Run 1, routed clock nets over the placement:
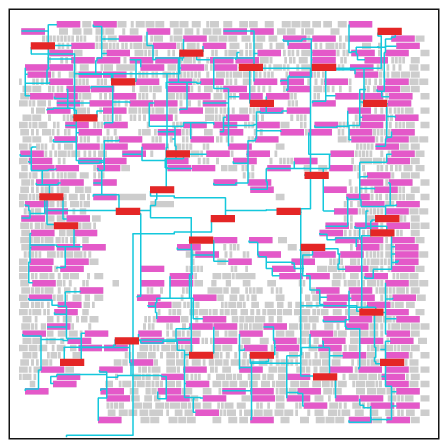
Run 1, routing congestion map:
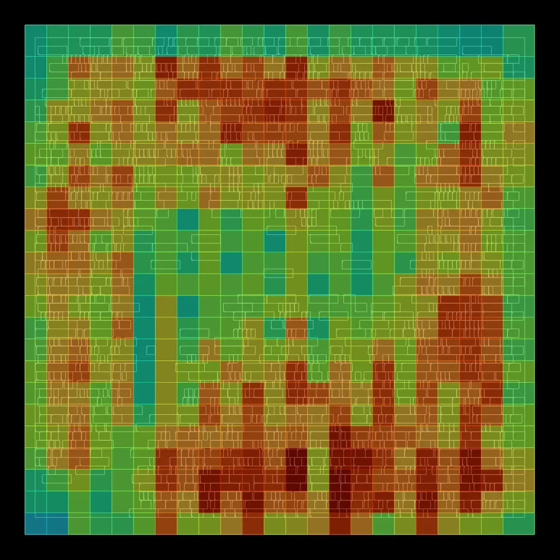
Run 1, sequential cells grouped by signal name:
Other sequential cells in the stronger grey, the rest of the logic in the fainter grey.
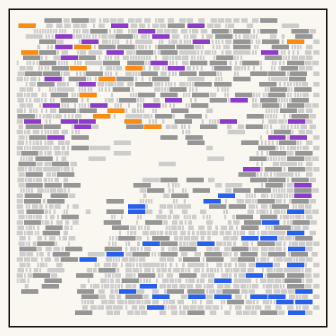
## src/rtl/mem_stage.sv

```systemverilog
// Memory-access stage of the RV32I pipeline: req/ack data bus, load alignment, MEM/WB register.
// Optional MISALIGN_TRAP_EN: misaligned accesses become bubbles and raise mem_misalign_o/mem_bad_addr_o.
module mem_stage #(
  parameter int XLEN       = 32,
  parameter int REG_ADDR_W = 5,
  parameter int CSR_ADDR_W = 12
) (
  input  logic                  clk,
  input  logic                  rst,
  input  logic                  ex_valid,
  input  logic [XLEN-1:0]       ex_result,
  input  logic [XLEN-1:0]       ex_store_data,
  input  logic [3:0]            ex_mem_op,
  input  logic                  ex_wr_bck_en,
  input  logic [REG_ADDR_W-1:0] ex_wr_reg_addr,
  input  logic [XLEN-1:0]       ex_pc,
  input  logic                  ex_csr_wr_en,
  input  logic [CSR_ADDR_W-1:0] ex_csr_wr_addr,
  input  logic [XLEN-1:0]       ex_csr_wr_data,
  input  logic                  flush,
  output logic                  stall_req,
  output logic                  dbus_req,
  output logic                  dbus_we,
  output logic [XLEN-1:0]       dbus_addr,
  output logic [3:0]            dbus_be,
  output logic [XLEN-1:0]       dbus_wdata,
  input  logic                  dbus_ack,
  input  logic [XLEN-1:0]       dbus_rdata,
`ifdef MISALIGN_TRAP_EN
  output logic                  mem_misalign_o,
  output logic [XLEN-1:0]       mem_bad_addr_o,
`endif
  output logic [XLEN-1:0]       mem_result_o,
  output logic                  wr_bck_en_o,
  output logic [REG_ADDR_W-1:0] wr_reg_addr_o,
  output logic [XLEN-1:0]       wb_pc,
  output logic                  mem_wb_csr_wr_en,
  output logic [CSR_ADDR_W-1:0] mem_wb_csr_wr_addr,
  output logic [XLEN-1:0]       mem_wb_csr_wr_data
);

  localparam logic [3:0] OP_LB  = 4'b0001;
  localparam logic [3:0] OP_LH  = 4'b0010;
  localparam logic [3:0] OP_LW  = 4'b0011;
  localparam logic [3:0] OP_LBU = 4'b0100;
  localparam logic [3:0] OP_LHU = 4'b0101;
  localparam logic [3:0] OP_SB  = 4'b1000;
  localparam logic [3:0] OP_SH  = 4'b1001;
  localparam logic [3:0] OP_SW  = 4'b1010;

  typedef enum logic {S_IDLE, S_WAIT} state_t;

  function automatic logic is_load(input logic [3:0] op);
    return (op == OP_LB) || (op == OP_LH) || (op == OP_LW) || (op == OP_LBU) || (op == OP_LHU);
  endfunction

  function automatic logic is_store(input logic [3:0] op);
    return (op == OP_SB) || (op == OP_SH) || (op == OP_SW);
  endfunction

  function automatic logic [3:0] access_be(input logic [3:0] op, input logic [1:0] off);
    case (op)
      OP_LB, OP_LBU, OP_SB: access_be = 4'b0001 << off;
      OP_LH, OP_LHU, OP_SH: access_be = 4'b0011 << {off[1], 1'b0};
      default:              access_be = 4'b1111;
    endcase
  endfunction

  function automatic logic [XLEN-1:0] store_lanes(input logic [3:0] op, input logic [XLEN-1:0] d);
    case (op)
      OP_SB:   store_lanes = {(XLEN/8){d[7:0]}};
      OP_SH:   store_lanes = {(XLEN/16){d[15:0]}};
      default: store_lanes = d;
    endcase
  endfunction

  function automatic logic [XLEN-1:0] load_align(input logic [3:0] op, input logic [1:0] off,
                                                 input logic [XLEN-1:0] word);
    logic [7:0]  b;
    logic [15:0] h;
    b = word[{off, 3'b000} +: 8];
    h = off[1] ? word[31:16] : word[15:0];
    case (op)
      OP_LB:   load_align = {{(XLEN-8){b[7]}}, b};
      OP_LBU:  load_align = {{(XLEN-8){1'b0}}, b};
      OP_LH:   load_align = {{(XLEN-16){h[15]}}, h};
      OP_LHU:  load_align = {{(XLEN-16){1'b0}}, h};
      default: load_align = word;
    endcase
  endfunction

  state_t state_q, state_d;

  logic                  ex_is_mem;
  logic                  mis;
  logic                  start;
  logic                  discard;

  logic                  we_q;
  logic [XLEN-1:0]       addr_q;
  logic [3:0]            be_q;
  logic [XLEN-1:0]       wdata_q;
  logic [3:0]            op_q;
  logic [1:0]            off_q;
  logic [REG_ADDR_W-1:0] rd_q;
  logic                  wben_q;
  logic [XLEN-1:0]       pc_q;
  logic                  csr_en_q;
  logic [CSR_ADDR_W-1:0] csr_addr_q;
  logic [XLEN-1:0]       csr_data_q;
  logic                  flushed_q;

  logic [XLEN-1:0]       res_q, res_d;
  logic                  wb_en_q, wb_en_d;
  logic [REG_ADDR_W-1:0] wb_rd_q, wb_rd_d;
  logic [XLEN-1:0]       wb_pc_q, wb_pc_d;
  logic                  wb_csr_en_q, wb_csr_en_d;
  logic [CSR_ADDR_W-1:0] wb_csr_addr_q, wb_csr_addr_d;
  logic [XLEN-1:0]       wb_csr_data_q, wb_csr_data_d;

  assign ex_is_mem = is_load(ex_mem_op) || is_store(ex_mem_op);

`ifdef MISALIGN_TRAP_EN
  assign mis = (((ex_mem_op == OP_LH) || (ex_mem_op == OP_LHU) || (ex_mem_op == OP_SH)) && ex_result[0])
            || (((ex_mem_op == OP_LW) || (ex_mem_op == OP_SW)) && (ex_result[1:0] != 2'b00));
`else
  assign mis = 1'b0;
`endif

  assign start   = (state_q == S_IDLE) && ex_valid && ex_is_mem && !flush && !mis;
  // A flush may arrive in any WAIT cycle, including the one carrying the ack.
  assign discard = flushed_q || flush;

  always_ff @(posedge clk or posedge rst) begin
    if (rst) state_q <= S_IDLE;
    else     state_q <= state_d;
  end

  always_comb begin
    state_d       = state_q;
    stall_req     = 1'b0;
    dbus_req      = 1'b0;
    res_d         = ex_result;
    wb_en_d       = 1'b0;
    wb_rd_d       = ex_wr_reg_addr;
    wb_pc_d       = ex_pc;
    wb_csr_en_d   = 1'b0;
    wb_csr_addr_d = ex_csr_wr_addr;
    wb_csr_data_d = ex_csr_wr_data;
    case (state_q)
      S_IDLE: begin
        stall_req = start && !rst;
        if (start) begin
          state_d = S_WAIT;
        end else if (ex_valid && !flush && !ex_is_mem) begin
          wb_en_d     = ex_wr_bck_en;
          wb_csr_en_d = ex_csr_wr_en;
        end
      end
      S_WAIT: begin
        dbus_req  = 1'b1;
        stall_req = !dbus_ack && !rst;
        if (dbus_ack) begin
          state_d       = S_IDLE;
          res_d         = load_align(op_q, off_q, dbus_rdata);
          wb_rd_d       = rd_q;
          wb_pc_d       = pc_q;
          wb_csr_addr_d = csr_addr_q;
          wb_csr_data_d = csr_data_q;
          wb_en_d       = wben_q && is_load(op_q) && !discard;
          wb_csr_en_d   = csr_en_q && !discard;
        end
      end
      default: state_d = S_IDLE;
    endcase
  end

  // Bus request and instruction context, captured when the access is issued
  always_ff @(posedge clk or posedge rst) begin
    if (rst) begin
      we_q       <= 1'b0;
      addr_q     <= '0;
      be_q       <= '0;
      wdata_q    <= '0;
      op_q       <= '0;
      off_q      <= '0;
      rd_q       <= '0;
      wben_q     <= 1'b0;
      pc_q       <= '0;
      csr_en_q   <= 1'b0;
      csr_addr_q <= '0;
      csr_data_q <= '0;
      flushed_q  <= 1'b0;
    end else if (start) begin
      we_q       <= is_store(ex_mem_op);
      addr_q     <= {ex_result[XLEN-1:2], 2'b00};
      be_q       <= access_be(ex_mem_op, ex_result[1:0]);
      wdata_q    <= store_lanes(ex_mem_op, ex_store_data);
      op_q       <= ex_mem_op;
      off_q      <= ex_result[1:0];
      rd_q       <= ex_wr_reg_addr;
      wben_q     <= ex_wr_bck_en;
      pc_q       <= ex_pc;
      csr_en_q   <= ex_csr_wr_en;
      csr_addr_q <= ex_csr_wr_addr;
      csr_data_q <= ex_csr_wr_data;
      flushed_q  <= 1'b0;
    end else if (state_q == S_WAIT && flush) begin
      flushed_q  <= 1'b1;
    end
  end

  // MEM/WB pipeline register
  always_ff @(posedge clk or posedge rst) begin
    if (rst) begin
      res_q         <= '0;
      wb_en_q       <= 1'b0;
      wb_rd_q       <= '0;
      wb_pc_q       <= '0;
      wb_csr_en_q   <= 1'b0;
      wb_csr_addr_q <= '0;
      wb_csr_data_q <= '0;
    end else begin
      res_q         <= res_d;
      wb_en_q       <= wb_en_d;
      wb_rd_q       <= wb_rd_d;
      wb_pc_q       <= wb_pc_d;
      wb_csr_en_q   <= wb_csr_en_d;
      wb_csr_addr_q <= wb_csr_addr_d;
      wb_csr_data_q <= wb_csr_data_d;
    end
  end

`ifdef MISALIGN_TRAP_EN
  logic            mis_q;
  logic [XLEN-1:0] bad_addr_q;

  always_ff @(posedge clk or posedge rst) begin
    if (rst) begin
      mis_q      <= 1'b0;
      bad_addr_q <= '0;
    end else begin
      mis_q <= (state_q == S_IDLE) && ex_valid && ex_is_mem && !flush && mis;
      if ((state_q == S_IDLE) && ex_valid && ex_is_mem && !flush && mis) bad_addr_q <= ex_result;
    end
  end

  assign mem_misalign_o = mis_q;
  assign mem_bad_addr_o = bad_addr_q;
`endif

  assign dbus_we            = we_q;
  assign dbus_addr          = addr_q;
  assign dbus_be            = be_q;
  assign dbus_wdata         = wdata_q;
  assign mem_result_o       = res_q;
  assign wr_bck_en_o        = wb_en_q;
  assign wr_reg_addr_o      = wb_rd_q;
  assign wb_pc              = wb_pc_q;
  assign mem_wb_csr_wr_en   = wb_csr_en_q;
  assign mem_wb_csr_wr_addr = wb_csr_addr_q;
  assign mem_wb_csr_wr_data = wb_csr_data_q;

endmodule

```

## config.mk

```make
export PLATFORM = sky130hd
export DESIGN_NAME = mem_stage
export DESIGN_NICKNAME = d
export VERILOG_FILES = /design/src/rtl/mem_stage.sv
export SDC_FILE = /design/constraint.sdc
export NUM_CORES = 1
export LEC_CHECK = 0
export CORE_MARGIN = 3
export CORE_UTILIZATION = 46
export DETAILED_ROUTE_END_ITERATION = 6
export MAX_ROUTING_LAYER = met4
export PLACE_DENSITY = 0.88
export SLEW_MARGIN = 25
export SYNTH_ARGS = -nofsm -noshare
export SYNTH_HDL_FRONTEND = slang
export SYNTH_SLANG_ARGS = --single-unit
```

## constraint.sdc

```tcl
create_clock -name clk -period 12.7 [get_ports clk]
set_input_delay 2.54 -clock clk [delete_from_list [all_inputs] [get_ports clk]]
set_output_delay 2.54 -clock clk [all_outputs]
set_load 0.005 [all_outputs]
```

==> job_summary.md, run 1 <==
### Flow metrics

| Metric | Value |
|---|---|
| RSZ-0062 raised after global routing | `no` |
| Post-Synthesis Cells | `1236` |
| Clock transition at path regs | `0.06 ns` |
| CP delay by family, top | `buffers and inverters` |
| CP Max Fanout | `68` |
| Internal power | `0.001779 W` |
| Chip Height | `161.8 microns` |
| GPL Wtd Cong | `0.8797` |
| H-tree depth | `1` |
| Seq pwr share | `45.8%` |
| Final core utilization | `67.28%` |
| Worst flop-to-flop path startpoint | `state_q` |
| Routed WL per cell | `18.54 microns` |
| Setup WS post-layout | `4.502 ns` |
| Biggest consumer | `registers` |
| Most instantiated logic cells after routing | `nand2_1 (665), clkdlybuf4s50_1 (371), dfrtp_1 (273), nor2_1 (45), clkbuf_16 (29)` |
| Final #Nets | `1758` |
| Post-CTS Setup Bufs | `0` |
| Outcome | `finished clean` |
| Top cells by area | `dfrtp_1 (61%), nand2_1 (22%), nor2_1 (1.5%)` |
| CP required | `10.16 ns` |
| Synth Cell Area | `11160 sq um` |
| Comb pwr share | `22.3%` |
| Fin. Hold Viols | `0` |
| Min-Delay Path Class | `reg2reg` |
| Worst vdd ir | `0.1138 mV` |
| Final HPWL DP | `23750 microns` |
| Clock Path Buffers | `3` |
| DRC | `0` |
| Final Routed Wirelength | `35480 microns` |
| Syn avg cell area | `9.033 sq um` |
| Pin count of the biggest net entering global routing | `140` |
| Post-synth EDFFs | `0` |
| P_comb | `0.000548 W` |
| R2r setup slk | `9.61 ns` |
| Worst Hold Margin | `0.4610 ns` |
| Layout cells sized above 1 | `4.525%` |
| # rows | `56` |
| Die ar. | `26180 sq um` |
| Die W | `161.8 microns` |
| Slew HR | `32.39%` |
| Pre-CTS WS | `4.504 ns` |
| Main flop type | `dfrtp_1` |
| Core footprint | `23680 sq um` |
| Vias in the first global route | `10570` |
| Post-CTS sizing | `0` |
| Final min period | `8.198 ns` |
| Fmax | `0.1220 GHz` |
| Unique cell types | `54` |
| Cell count after placement | `1858` |
| P_clk | `0.000786 W` |
| 1st-iter DRT viols | `714` |
| Pwr Total | `0.002459 W` |
| Worst r2r path cells | `5` |
| Setup crit end | `stall_req` |
| Max_cap viols | `0` |
| Critical path depth | `7` |
| CP Capture Type | `output pin` |
| CTS tree | `yes` |
| Yosys cell count | `1236` |
| Late-Pin Clk Latency | `0.53 ns` |
| Final setup violation count | `0` |
| Yosys warnings | `0` |
| Yosys stat chip area | `11160 sq um` |
| Core Util at FP | `47.14%` |
| Largest area contributor in the netlist | `dfrtp_1` |
| Global-route wire length before repair | `55430 microns` |
| Setup TNS | `0 ns` |
| Net Sw Power | `0.0006803 W` |
| Final instance area | `15930 sq um` |
| Antenna viol nets, final | `0` |
| Fin crit share | `64.55%` |
| CP Data Arrival Time | `5.66 ns` |
| Via count | `10300` |
| Layout Cells excl Fill | `1914` |
| DR vias/cell | `5.379` |
| CP Buf/Inv Count | `2` |
| Max Clock Skew | `0.01029 ns` |
| Max Transition Viols Final | `0` |
| Most used cell, CP | `clkdlybuf4s50_1` |
-- 'routed clock nets over the placement' (at the start) --
Key: cyan = clock wires [length 3150 microns]; magenta = flip-flops [count 273]; red = clock-net drivers [count 28]
Position of the flops: all over the die. There are 29 routed clock nets.

-- 'routing congestion map' (at the start) --
gr busiest metal: met2
global-route usage over all layers: 27.25%

-- 'sequential cells grouped by signal name' (at the start) --
Key: blue = dbus_addr [placed flops 30]; purple = wb_pc [placed flops 32]; orange = csr_addr_q [placed flops 12]
Another 199 sequential cells are not coloured.
Seq area share: 42.88%
total sequential power: 0.00113 W

-- run 1: kinds of logic after synthesis --
kind of cell	after synthesis	synth area share, %
other	1	0.03359
buffers and inverters	80	3.205
DFF	273	61.19
and+or+nand+nor	751	26.30
AOI/OAI and AO/OA	118	7.979
xor gates and xnor gates	3	0.3027
muxes	10	0.9863
-- run 1: how the worst min path moves through the flow --
stage	from	to	slack, ns	depth (start not counted)
finish	rd_q[0]	wr_reg_addr_o[0]	0.46	2
global route	rd_q[0]	wr_reg_addr_o[0]	0.48	2
CTS	csr_data_q[31]	mem_wb_csr_wr_data[31]	0.47	2
detailed placement	csr_data_q[31]	mem_wb_csr_wr_data[31]	0.45	2
global placement	csr_data_q[5]	mem_wb_csr_wr_data[5]	0.44	2
floorplan	csr_addr_q[0]	mem_wb_csr_wr_addr[0]	0.44	2
-- run 1: final cells by class --
type | instances | area [sq um] | area share (%)
multi-input cells | 884 | 3999 | 25.10
inverters | 4 | 22.52 | 0.1414
diodes | 4 | 10.01 | 0.06282
clock buffers | 39 | 793.3 | 4.979
repair buffers | 379 | 3790 | 23.79
clock inverters | 12 | 87.58 | 0.5497
flip-flops and latches | 273 | 6832 | 42.88
well taps | 319 | 399.1 | 2.505
-- run 1: cell usage after synthesis, drive strengths merged (5+ instances only) --
library cell,number
a211o,7
a211oi,10
a21oi,18
a221o,16
a31oi,9
buf,40
clkbuf,36
dfrtp,273
mux2,8
nand2,667
nor2,46
nor2b,13
o21a,6
o21ai,6
o22ai,9
o311a,5
o31ai,16
-- run 1: routing by layer --
layer / GRT usage, % / wire (microns) / vias to the layer above
met2: 45.28 / 17630 / 547
met3: 5.432 / 2936 / 130
met4: 13.57 / 1942 / 0
met1: 31.75 / 12970 / 5005
met5: - / 0 / -
li1: - / - / 4614
--- run 2 (diff from run 1) ---
==> constraint.sdc (replaced) <==
create_clock -name clk -period 7.7 [get_ports clk]
set_input_delay 1.54 -clock clk [delete_from_list [all_inputs] [get_ports clk]]
set_output_delay 1.54 -clock clk [all_outputs]
set_load 0.005 [all_outputs]
Run 2, sequential cells grouped by signal name:
Other sequential cells in the stronger grey, the rest of the logic in the fainter grey.
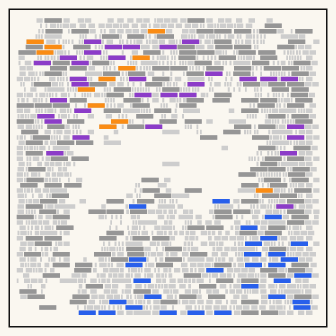
Key: purple = wb_pc [placed flops 32]; orange = csr_addr_q [placed flops 12]; blue = dbus_addr [placed flops 30]
Flop area: 6832 sq um
total sequential power: 0.00185 W

Run 2, floorplan with the power grid:
Pins as bars on the die edge. Tap cells in grey.
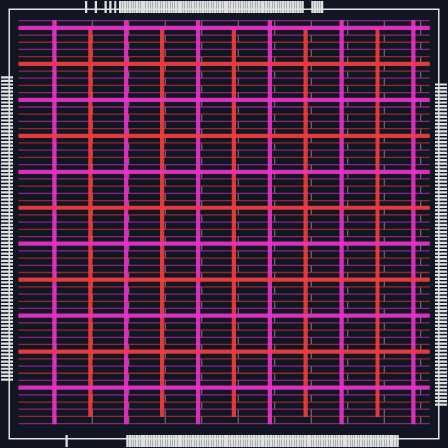
Key: magenta = VSS; red = VDD
The core has 56 rows. 11 straps on met5.

==> job_summary.md, run 2 <==
### Flow metrics

| Metric | Value |
|---|---|
| Outcome | `finished clean` |
| Slew HR | `31.22% (-1.2 points)` |
| Syn avg cell area | `9.033 sq um (unchanged)` |
| Max Clock Skew | `0.01680 ns (+0.006513 ns)` |
| Cell count after placement | `1859 (+0.054%)` |
| Largest area contributor in the netlist | `dfrtp_1` |
| Die W | `161.8 microns (unchanged)` |
| Antenna viol nets, final | `0 (unchanged)` |
| RSZ-0062 raised after global routing | `no` |
| Pre-CTS WS | `2.194 ns (-2.310 ns)` |
| Met3 WL | `3041 microns (+3.6%)` |
| Layout cells sized above 1 | `4.711% (+0.19 points)` |
| Main flop type | `dfrtp_1` |
| CP Buf/Inv Count | `2 (unchanged)` |
| Met1 Track Usage GR | `32.98% (+1.2 points)` |
| Via count | `10120 (-1.7%)` |
| Met3 Resource Use GR | `5.738% (+0.31 points)` |
| Unique cell types | `54 (unchanged)` |
| Wire length on met1 | `13170 microns (+1.5%)` |
| Final min period | `5.543 ns` |
| Late-Pin Clk Latency | `0.54 ns (about the same)` |
| Max Transition Viols Final | `0 (unchanged)` |
| Worst Hold Margin | `0.4609 ns (-0.0001830 ns)` |
| DR vias/cell | `5.290 (-1.7%)` |
| Max_cap viols | `0 (unchanged)` |
| Yosys stat chip area | `11160 sq um (unchanged)` |
| Fin. Hold Viols | `0 (unchanged)` |
| Top Layer Used | `met4` |
| Final setup violation count | `0 (unchanged)` |
| Die ar. | `26180 sq um (unchanged)` |
| Final #Nets | `1761 (+0.17%)` |
| Core Util at FP | `47.14% (unchanged)` |
| Met2 routed WL | `17090 microns (-3.0%)` |
| Most frequent cells after synthesis | `nand2_1 (667), dfrtp_1 (273), nor2_1 (45)` |
| Pin count of the biggest net entering global routing | `176 (+26%)` |
| Top cells by area | `dfrtp_1 (61%), nand2_1 (22%), nor2_1 (1.5%)` |
| Fmax | `0.1804 GHz` |
| Worst vdd ir | `0.1558 mV (+37%)` |
| Post-CTS sizing | `0 (unchanged)` |
| # rows | `56 (unchanged)` |
| Layout Cells excl Fill | `1913 (-0.052%)` |
| CTS Sinks | `273` |
| Final instance area | `16050 sq um (+0.71%)` |
| Fin crit share | `71.98%` |
| CP Data Arrival Time | `4.00 ns (-1.66 ns)` |
| Routed WL per cell | `18.37 microns (-0.89%)` |
| Yosys warnings | `0 (unchanged)` |
| GPL Wtd Cong | `0.8701 (-1.1%)` |
| Post-Synthesis Cells | `1236 (unchanged)` |
| CP required | `6.16 ns (-4.00 ns)` |
| Most used cell, CP | `clkdlybuf4s50_1` |
| Synth Cell Area | `11160 sq um (unchanged)` |
| Setup WS post-layout | `2.157 ns (-2.344 ns)` |
| Vias in the first global route | `10510 (-0.58%)` |
| Core footprint | `23680 sq um (unchanged)` |
| Synth top cell by count | `nand2_1` |
| DRC | `0 (unchanged)` |
| PortBufs | `371` |
| Chip Height | `161.8 microns (unchanged)` |
| Most instantiated logic cells after routing | `nand2_1 (665), clkdlybuf4s50_1 (371), dfrtp_1 (273), nor2_1 (45), clkbuf_16 (29)` |
| Power Dens Cells | `258.1 nW/um^2` |
| Post-CTS Setup Bufs | `0 (unchanged)` |
| Setup TNS | `0 ns (unchanged)` |
| Clock Path Buffers | `3 (unchanged)` |
| Min-Delay Path Class | `reg2reg` |
| Global-route usage over all layers | `27.15% (-0.10 points)` |
| Global-route wire length before repair | `55280 microns (-0.27%)` |
| H-tree depth | `1 (unchanged)` |
| Gr busiest metal | `met2` |
| 1st-iter DRT viols | `864 (+21%)` |
| CTS tree | `yes` |
| Clock transition at path regs | `0.06 ns (about the same)` |
-- run 2: logic make-up after synthesis --
kind of cell,after synthesis,synth area share (%)
AND/OR/NAND/NOR,751,26.30
AND-OR/OR-AND,118,7.979
flip-flops,273,61.19
other,1,0.03359
XOR/XNOR,3,0.3027
multiplexers,10,0.9863
buffers and inverters,80,3.205
-- run 2: layout make-up --
type / count / area (sq um) / share of cell area (%)
diodes: 2 / 5.005 / 0.03119
clock buffers: 41 / 840.8 / 5.240
clock inverters: 9 / 107.6 / 0.6706
inverters: 4 / 18.77 / 0.1170
multi-input cells: 884 / 3999 / 24.92
flip-flops and latches: 273 / 6832 / 42.57
well taps: 319 / 399.1 / 2.487
repair buffers: 381 / 3845 / 23.96
-- run 2: per-stage QoR --
stage / utilization [%] / power, W
2_1_floorplan: - / 0.002226
3_3_place_gp: 63.48 / 0.002721
3_5_place_dp: 63.48 / 0.002766
4_1_cts: 67.49 / 0.004165
5_1_grt: 67.76 / 0.004348
6_report: 67.76 / 0.004142
-- run 2: worst paths after layout --
kind,to,cells past startpoint,from,slack (ns)
worst max register to register,csr_data_q[7],6,state_q,4.73
worst min register to register,wb_pc[31],2,pc_q[31],0.46
max in group asynchronous,mem_wb_csr_wr_addr[1],4,rst,4.88
worst min-delay path,wb_pc[31],2,pc_q[31],0.46
worst max-delay path,stall_req,7,ex_mem_op[0],2.16
min in group asynchronous,mem_result_o[30],2,rst,1.44
-- run 2: power breakdown --
part | switching, W | internal [W] | total, W
logic | 0.000414 | 0.000493 | 0.000907
registers | 0.000159 | 0.00169 | 0.00185
clock network | 0.000560 | 0.000823 | 0.00138
total | 0.00113 | 0.00301 | 0.00414
Power and IR drop assume default switching activity.
